==> run_1/final_clocks.png <==
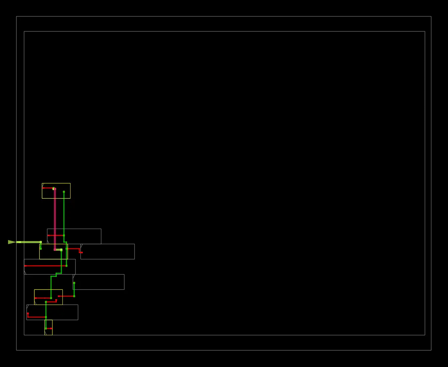
==> run_1/gate_families.png <==
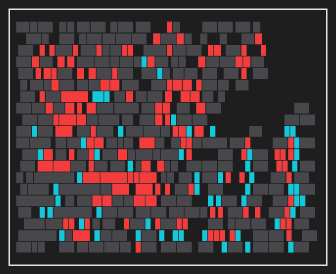
==> run_1/pdn.png <==
Pins as bars on the die edge.
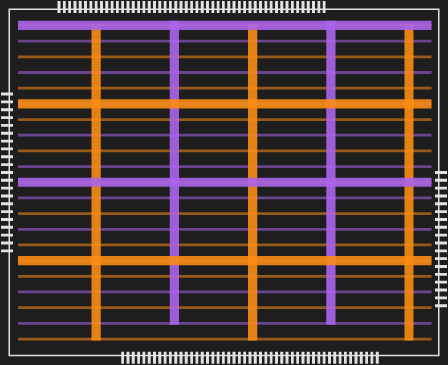
==> config.mk <==
export PLATFORM = sky130hd
export DESIGN_NAME = ram_port_arbiter
export DESIGN_NICKNAME = d
export VERILOG_FILES = /design/src/rtl/ram_arb_pkg.sv /design/src/rtl/ram_port_arbiter_rr_arb2.sv /design/src/rtl/ram_port_arbiter.sv
export SDC_FILE = /design/constraint.sdc
export NUM_CORES = 1
export LEC_CHECK = 0
export ABC_AREA = 1
export CAP_MARGIN = 20
export CORE_ASPECT_RATIO = 0.8
export CORE_UTILIZATION = 26
export CTS_CLUSTER_SIZE = 24
export DETAILED_ROUTE_END_ITERATION = 16
export GPL_TIMING_DRIVEN = 0
export PLACE_DENSITY = 0.82
export SLEW_MARGIN = 20
export SYNTH_ARGS = -nofsm -noshare
export SYNTH_HDL_FRONTEND = slang
export SYNTH_SLANG_ARGS = --single-unit
==> constraint.sdc <==
create_clock -name clk -period 2.1 [get_ports clk]
set_input_delay 0.315 -clock clk [delete_from_list [all_inputs] [get_ports clk]]
set_output_delay 0.315 -clock clk [all_outputs]
set_load 0.005 [all_outputs]
==> run summary, run 1 <==
R2R setup slack - 170 ps
Leak - 1.63 nW
Syn-to-layout area delta - 168%
Clk. pwr - 177 uW
adder share - 0%
Gate power share - 70.2%
Core Util, Final - 74.5%
switching share of power - 38.5%
overall power - 1.03 mW
final net count - 467
Worst Hold Margin - 157 ps
Setup CP Type - register to output pin
post-route cell area - 2910 um^2
Comb area - 910 um^2
PwrDens - 355 nW/um^2
yosys simple share - 54.5%
Final Cycle Share - 113%
Dominant comb cell - simple AND/OR/NAND/NOR gates
M1 GR Usage - 27.6%
max reg flops - 2
routing usage on met2 - 44.5%
Seq area share - 4.39%
n_taps - 55
Yosys Chip Area - 1090 um^2
cell chain of the critical path - inv_2 > nand2_2 > nand3_2 > nand2_4 > buf_6 > nand2_2 > nor2_2 > nand2_1 > nor2_2 > nand3_2 > nand3_4 > buf_6 > nor2_2 > buf_2
Via density - 4.57
Critical Path RT - 1780 ps
failing checks - setup timing
XOR/XNOR Area Share - 0%
Routed WL - 6160 um
final setup vio count - 17
kind of end point of the critical path - output pin
clk slew on worst S/H paths - 40 ps
Root Buffer - clkbuf_8
vias in the first global route - 1732
Clk network pwr share - 17.2%
# H-tree levels - 1
RePlAce Congestion - 0.765
die area - 4440 um^2
Multi-input comb cells - 156
Fmax - 0.423 GHz
I/O Buffers - 138
num rows - 20
Top class by area - non-clock buffers
ant diodes - 0
internal power - 635 uW
CP max stage delay - 550 ps
prevailing post-synth register cell - dfrtp_1
HPWL Detailed - 4000 um
asr flop ratio synth - 100%
WL/cell - 13.8 um
Crit path top cell by count - nor2_2
number of non-clock buffers - 173
Num Clock Sinks - 5
Compound Share, Synth - 9.68%
DRT Pass-1 Iters - 4
Switching Power - 398 uW
met3 wire length - 401 um
Period minus WS final - 2370 ps
syn_nets - 300
crit path max-delay cell type - dfstp_2
worst-case clock buffer depth - 2
first-pass GRT wire length - 8000 um
Log Warnings - 28
ratio of cells with drive above 1 in the final layout - 31.4%
Clock-cell share - 1.55%
final worst setup slack - -267 ps
yosys warns - 0
startpoint types - register
io pins - 139
max-slew violation count - 0
Post-CTS Resized - 147
P_comb - 725 uW
initial antenna violation count - 0
M3 GR Usage - 3.54%
sequential power share - 12.6%
status - finished, violations left
Back to the opening pictures, final_clocks.png:
CTS buffer count: 3
seq_cells: 5
Clock Latency Late Sink: 220 ps
clk_buf instances: 4

Back to the opening pictures, gate_families.png:
red -> NAND gates  # cells 121, where widely spread
cyan -> inverters  # cells 54
Finished Layout Cells: 447
fraction of area in multi-input gates: 31.3%
Commonest Layout Cell: clkdlybuf4s50_1

Back to the opening pictures, pdn.png:
orange -> VSS
purple -> VDD
met4 straps = 5
rows = 20
met5 straps = 4
signal pins = 139
met1 rails = 21
Core Box Area: 3900 um^2
Peak VDD IR: 0.541 mV
Die X: 74.3 um
die height: 59.8 um

==> run_1/pins.png <==
Pins as bars across the die edge, other pins in gray.
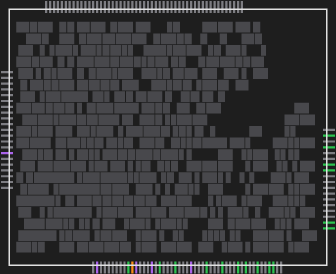

==> inputs of run 2 (changes only) <==
REMOVE_ABC_BUFFERS = 1   (was unset)
==> run_2/pins.png <==
Pins as bars across the die edge, other pins in gray.
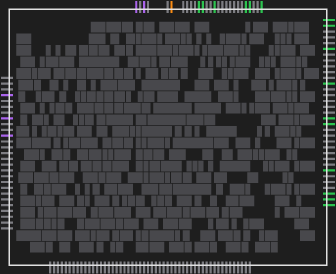
orange -> `m0_rd_valid`  # pins 1, direction input, edge north
purple -> `m1_rd_addr`  # pins 5, direction input, edge 3 west, 2 north
green -> `m0_rsp_data`  # pins 16, direction output, edge 10 east, 6 north
all pins by edge = 52 south, 33 east, 27 north, 27 west
I/O Buffers: 138

==> run_2/final_clocks.png <==
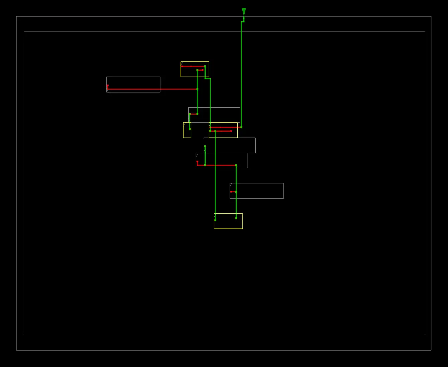
Num Clock Sinks: 5
Final Skew: 3.44 ps
Clk. pwr: 182 uW

==> run 2 against run 1 <==
- the flow still finishes with violations (setup timing)
- maximum frequency decreased by 3.0%
- sequential cell count unchanged
- design area increased by 3.6%
- count of clock-buffer cells in the layout unchanged
- sequential share of layout area decreased by 0.15 points
- core utilization increased by 2.7 points
- sequential power increased by 7%
- via count increased by 0.88%
==> run summary, run 2 <==
cell chain of the critical path - inv_2 > nand2_2 > nand3_4 > nand2_4 > nand2_2 > nand2_1 > nand2_1 > nor2_2 > nand3_2 > nand3_4 > buf_6 > nor2_1 > buf_2
internal power - 658 uW (+3.7%)
Core Box Area - 3900 um^2 (unchanged)
PwrDens - 359 nW/um^2 (+1.0%)
Clk network pwr share - 16.9% (-0.3 points)
HPWL Detailed - 3610 um (-9.9%)
ratio of cells with drive above 1 in the final layout - 34.6% (+3.2 points)
clk_buf instances - 4 (unchanged)
startpoint types - register
overall power - 1.08 mW (+4.6%)
RePlAce Congestion - 0.739 (-3.4%)
Routed WL - 6020 um (-2.4%)
fraction of area in multi-input gates - 32.5% (+1.2 points)
failing checks - setup timing
met3 wire length - 367 um (-8.5%)
n_taps - 55 (unchanged)
P_comb - 759 uW (+4.7%)
Clock Latency Late Sink - 220 ps (about the same)
ant diodes - 0 (unchanged)
clk slew on worst S/H paths - 40 ps (about the same)
Log Warnings - 27 (-3.6%)
num rows - 20 (unchanged)
yosys warns - 0 (unchanged)
CTS buffer count - 3 (unchanged)
final worst setup slack - -339 ps (-72.7 ps)
Fmax - 0.410 GHz (-3.0%)
XOR/XNOR Area Share - 0% (unchanged)
io pins - 139 (unchanged)
final setup vio count - 24 (+7)
worst-case clock buffer depth - 2 (unchanged)
Yosys Chip Area - 1090 um^2 (unchanged)
WL/cell - 13.3 um (-3.3%)
R2R setup slack - 30 ps (-140 ps)
Finished Layout Cells - 451 (+0.89%)
M1 GR Usage - 25.7% (-1.9 points)
Critical Path RT - 1780 ps (about the same)
Via density - 4.57 (about the same)
adder share - 0% (unchanged)
status - finished, violations left
Multi-input comb cells - 159 (+1.9%)
vias in the first global route - 1921 (+11%)
Final Cycle Share - 116% (+3.5 points)
crit path max-delay cell type - dfstp_2
post-route cell area - 3010 um^2 (+3.6%)
Die X - 74.3 um (unchanged)
CP max stage delay - 590 ps (+40 ps)
Clock-cell share - 1.50% (-0.053 points)
Setup CP Type - register to output pin
max reg flops - 2 (unchanged)
routing usage on met2 - 48.8% (+4.3 points)
Comb area - 978 um^2 (+7.6%)
Period minus WS final - 2440 ps (+72.7 ps)
Dominant comb cell - simple AND/OR/NAND/NOR gates
Post-CTS Resized - 153 (+4.1%)
Syn-to-layout area delta - 177%
==> run_2/pdn.png <==
Pins as bars on the die edge.
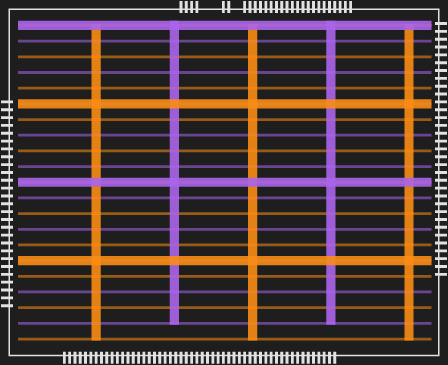
purple -> VDD
orange -> VSS
met4 straps = 5
signal pins = 139
Peak VDD IR: 0.204 mV

Power is estimated from default activity; no workload was simulated.
